## config.mk

```make
export PLATFORM = sky130hd
export DESIGN_NAME = addsub_serial
export DESIGN_NICKNAME = d
export VERILOG_FILES = /design/src/rtl/addsub_serial.sv
export SDC_FILE = /design/constraint.sdc
export NUM_CORES = 1
export LEC_CHECK = 0
export ABC_AREA = 1
export ABC_CLOCK_PERIOD_IN_PS = 2000
export CAP_MARGIN = 30
export CORE_MARGIN = 2
export CORE_UTILIZATION = 49
export CTS_CLUSTER_SIZE = 20
export DETAILED_ROUTE_END_ITERATION = 10
export PLACE_DENSITY_LB_ADDON = 0.08
export SETUP_SLACK_MARGIN = 0.5
export SYNTH_ARGS = -nofsm -noshare
export SYNTH_HDL_FRONTEND = slang
export SYNTH_SLANG_ARGS = --single-unit
```

## constraint.sdc

```tcl
create_clock -name clk -period 2 [get_ports clk]
set_input_delay 0.3 -clock clk [delete_from_list [all_inputs] [get_ports clk]]
set_output_delay 0.3 -clock clk [all_outputs]
set_load 0.05 [all_outputs]
```

## src/rtl/addsub_serial.sv

```systemverilog
// addsub_serial: digit-serial add/sub, DIGIT bits per clk, ports clk/rst/in_valid/in_ready/a/b/sub/out_valid/out_ready/sum/carry/overflow, `ADDSUB_SAT_EN saturates signed overflow
module addsub_serial #(
  parameter int WIDTH = 8,
  parameter int DIGIT = 4
) (
  input  logic             clk,
  input  logic             rst,
  input  logic             in_valid,
  output logic             in_ready,
  input  logic [WIDTH-1:0] a,
  input  logic [WIDTH-1:0] b,
  input  logic             sub,
  output logic             out_valid,
  input  logic             out_ready,
  output logic [WIDTH-1:0] sum,
  output logic             carry,
  output logic             overflow
);
  localparam int N  = WIDTH / DIGIT;
  localparam int KW = N > 1 ? $clog2(N) : 1;
  typedef enum logic [1:0] {IDLE, RUN, DONE} state_t;
  state_t           r_state, w_next;
  logic [WIDTH-1:0] r_a, r_b, r_sum, w_shift, w_res;
  logic             r_c, r_carry, r_ovf, w_last, w_ovf;
  logic [KW-1:0]    r_k;
  logic [DIGIT:0]   w_s;
  assign w_s     = {1'b0, r_a[DIGIT-1:0]} + {1'b0, r_b[DIGIT-1:0]} + {{DIGIT{1'b0}}, r_c};
  assign w_last  = r_k == KW'(N - 1);
  assign w_shift = WIDTH'({w_s[DIGIT-1:0], r_sum} >> DIGIT);
  assign w_ovf   = (r_a[DIGIT-1] == r_b[DIGIT-1]) && (w_s[DIGIT-1] != r_a[DIGIT-1]);
`ifdef ADDSUB_SAT_EN
  localparam logic [WIDTH-1:0] SMIN = WIDTH'(1) << (WIDTH - 1);
  assign w_res = w_ovf ? (r_a[DIGIT-1] ? SMIN : ~SMIN) : w_shift;
`else
  assign w_res = w_shift;
`endif
  always_ff @(posedge clk) r_state <= rst ? IDLE : w_next;
  always_comb begin
    w_next    = r_state;
    in_ready  = r_state == IDLE;
    out_valid = r_state == DONE;
    case (r_state)
      IDLE:    w_next = in_valid ? RUN : IDLE;
      RUN:     w_next = w_last ? DONE : RUN;
      DONE:    w_next = out_ready ? IDLE : DONE;
      default: w_next = IDLE;
    endcase
  end
  always_ff @(posedge clk) begin
    if (rst) begin
      r_a     <= '0;
      r_b     <= '0;
      r_c     <= 1'b0;
      r_k     <= '0;
      r_sum   <= '0;
      r_carry <= 1'b0;
      r_ovf   <= 1'b0;
    end else if (r_state == IDLE && in_valid) begin
      r_a <= a;
      r_b <= sub ? ~b : b;
      r_c <= sub;
      r_k <= '0;
    end else if (r_state == RUN) begin
      r_a   <= r_a >> DIGIT;
      r_b   <= r_b >> DIGIT;
      r_c   <= w_s[DIGIT];
      r_k   <= r_k + KW'(1);
      r_sum <= w_last ? w_res : w_shift;
      if (w_last) begin
        r_carry <= w_s[DIGIT];
        r_ovf   <= w_ovf;
      end
    end
  end
  assign sum      = r_sum;
  assign carry    = r_carry;
  assign overflow = r_ovf;
endmodule

```

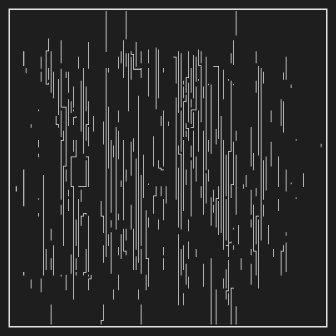
(metal 2)
The layer carries 1410 um of wire. The longest straight run is 34.7 um. The layer holds 49% of the routed length.

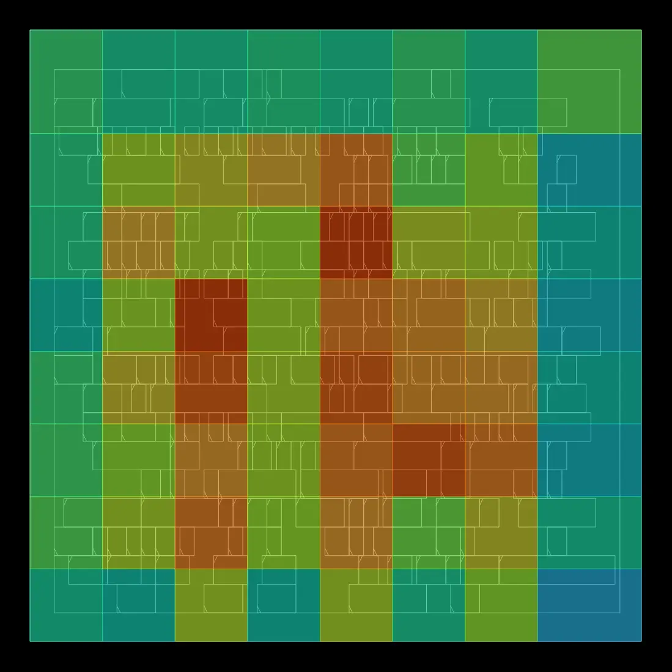
(routing congestion)
met2 Usage GRT: 33.8%
most congested layer reported by global routing: met2
routed length per placed instance: 11.4 um
final standard cell utilization of the core: 66.0%

==> flow_summary_export.csv <==
group,metric,value,unit
status,outcome,"finished, final reports clean",
global_routing,wire_length_of_the_first_global_routing_pass,4970,um
cells_and_area,fillers,256,
cells_and_area,inverters,18,
global_routing,grt_max_degree,22,
cells_and_area,syn_to_layout_area_delta,27.8,%
drt,drc,0,
cells_and_area,comb_area,709,um^2
clock_network,cts_inserted_buffers,5,
clock_network,number_of_buffers_inserted_for_hold_repair_after_clock_tree_synthesis,0,
cells_and_area,drive_gt1_share,16.1,%
clock_network,ctsResizeCount,26,
critical_path,cell_type_with_the_highest_occurrence_count_on_the_critical_path,"sky130_fd_sc_hd__fa_2",
synthesis,yosys-stat-cells,188,
synthesis,yosysWarningCount,0,
cells_and_area,most_frequent_standard_cell_in_the_layout_excluding_fill_and_tap_cells,"sky130_fd_sc_hd__nand2_1",
cells_and_area,area.share.sequential,32.9,%
timing,tightest_slew,0.473,ns
floorplanning,floorplan.core_area,2780,um^2
clock_network,cts.path.max_buffers,2,
cells_and_area,num-nonclk-buffers,35,
critical_path,critPathKind,"reg2reg",
critical_path,worst_setup_path_end_kind,"register",
place,detailed_place_hpwl,2030,um
clock_network,clock_sink_count,30,
run,stage_log_warnings,28,
timing,timing.final.crit_period,1.57,ns
synthesis,post-synth-top-area-fraction,41.8,%
synthesis,syn-mean-instance-area,7.65,um^2
power_and_ir_drop,vdd_ir_drop_max,0.802,mV
timing,post_route_setup_tns,0,ns
global_routing,grt_util_all_layers,19.6,%
timing,layout_skew,0.00666,ns
clock_network,master_cell_of_the_clock_root_buffer,"sky130_fd_sc_hd__clkbuf_4",
critical_path,cp_slowest_cell,"sky130_fd_sc_hd__dfxtp_2",
clock_network,cts.clk_slew.worst_paths,0.09,ns
clock_network,tritoncts,"done",
critical_path,cp_data_arrival_time,1.79,ns
floorplanning,n_tap_cell,31,
timing,fin_crit_sh,78.5,%
floorplanning,die-height,58.2,um
hold_path,hold_path_cell_cnt,2,
global_routing,antenna_found_initial,0,
drt,firstDrtPassIters,4,
power_and_ir_drop,power_density,889,nW/um^2
critical_path,critPathMaxStageDelay,0.37,ns
critical_path,critPathLaunchType,"register",
critical_path,path_buffers,3,
clock_network,worstSkewPairLatency,0.34,ns
clock_network,cts_setup_buffers,1,
drt,drt_iter0_markers,38,
cells_and_area,most-common-layout-cells,"sky130_fd_sc_hd__nand2_1 (53), sky130_fd_sc_hd__dfxtp_1 (27), sky130_fd_sc_hd__clkdlybuf4s50_1 (20), sky130_fd_sc_hd__a21oi_1 (17)",
drt,totalWireLength,2900,um
drt,final_antenna_net_count,0,
clock_network,cts_htree_levels,2,
synthesis,synth.cell_area,1440,um^2
global_routing,first_global_vias,1177,
critical_path,list_of_cells_traversed_by_the_critical_path,"fa_2 -> inv_2 -> fa_2 -> buf_4 -> buf_6 -> xor2_1 -> a21oi_1",
synthesis,synth.net_count,214,
synthesis,synth_dominant_cell_count,"sky130_fd_sc_hd__nand2_1",
critical_path,top_fanout_value_on_the_critical_path,3,
synthesis,distinct_cells_synth,27,
place,placement.cell_area,1740,um^2
cells_and_area,numSequentialCells,30,
timing,timing.max_slew.rel_slack,68.3,%
synthesis,netlist_instances,188,
synthesis,async_flop_share,0,%
critical_path,worst-path-stages,7,
place,gp_congestion,0.880,
synthesis,enable_flop_cells,0,
synthesis,common_cells,"sky130_fd_sc_hd__nand2_1 (53), sky130_fd_sc_hd__dfxtp_1 (30), sky130_fd_sc_hd__a21oi_1 (17), sky130_fd_sc_hd__inv_1 (16), sky130_fd_sc_hd__nor2_1 (15)",
synthesis,post_synth_main_area_contributors,"sky130_fd_sc_hd__dfxtp_1 (42%), sky130_fd_sc_hd__nand2_1 (14%), sky130_fd_sc_hd__a21oi_1 (5.9%)",
timing,clock.fmax,637,MHz
drt,avgViaCountPerCell,5.01,
power_and_ir_drop,fin_total_pwr,1.63,mW
place,buffer_ports.inserted,32,
synthesis,synth_top_cell_by_area,"sky130_fd_sc_hd__dfxtp_1",
cells_and_area,biggestCellCategory,"combinational gates",
critical_path,critical_path.top_delay_family,"adder cells",
synthesis,ys_seq_elements,30,
floorplanning,core.rowCount,19,
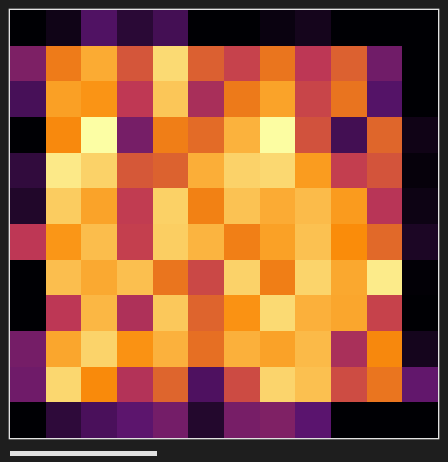
(cell density map)
Bar = 20 um. 12 x 12 tiles, from black (low) to pale yellow (high), 0 to 100% covered.
The densest ninth of the die: middle. 35% of the tiles are over 75% full. The fullest tile reaches 100%. The emptiest ninth of the die: top right. The mean over all tiles is 53%.

[layer usage]
metal / global-route usage [%] / routed length [um]
met4: 11.0 / 63
met1: 22.2 / 1240
met3: 4.69 / 190
met5: 0 / 0
met2: 33.8 / 1410
[path summary, 6_finish.rpt]
kind / from / end / slack [ns]
setup / recovery: r_a[0]$_SDFFE_PP0P_ / sum[6]$_SDFFE_PP0P_ / 0.43
setup reg to reg: r_a[0]$_SDFFE_PP0P_ / sum[6]$_SDFFE_PP0P_ / 0.43
hold / removal: r_b[4]$_SDFFE_PP0P_ / r_b[4]$_SDFFE_PP0P_ / 0.47
hold reg to reg: r_b[4]$_SDFFE_PP0P_ / r_b[4]$_SDFFE_PP0P_ / 0.47
[stage by stage]
stage	util (%)	std cells	worst slack [ns]	hold slack, ns
floorplan	-	188	0.528	0.443
global placement	62.4	244	0.439	0.454
detailed placement	62.4	244	0.417	0.464
CTS	67.0	253	0.490	0.478
global route	66.0	254	0.349	0.499
finish	66.0	254	0.431	0.474
[report_power, final]
| part | switching, mW | internal [mW] | total [mW] | leakage [nW] |
|---|---|---|---|---|
| Combinational | 0.200 | 0.117 | 0.317 | 0.492 |
| Clock | 0.221 | 0.423 | 0.644 | 0.0585 |
| Sequential | 0.0304 | 0.643 | 0.673 | 0.247 |
| Total | 0.451 | 1.18 | 1.63 | 0.798 |
[cell families after synthesis]
group	count (synthesis)	synth area share, %
and+or+nand+nor	86	25.7
DFF	30	41.8
xor gates and xnor gates	9	5.48
adders and majority gates	5	5.40
AOI/OAI and AO/OA	32	12.4
buffers and inverters	26	9.23
[state kept, by name, indices dropped and copies added, names as in the netlist]
register  flops
carry         1
r_c           1
r_k           1
sum           8
r_b           8
r_a           8
r_state       2
overflow      1
Power and IR drop assume default switching activity.
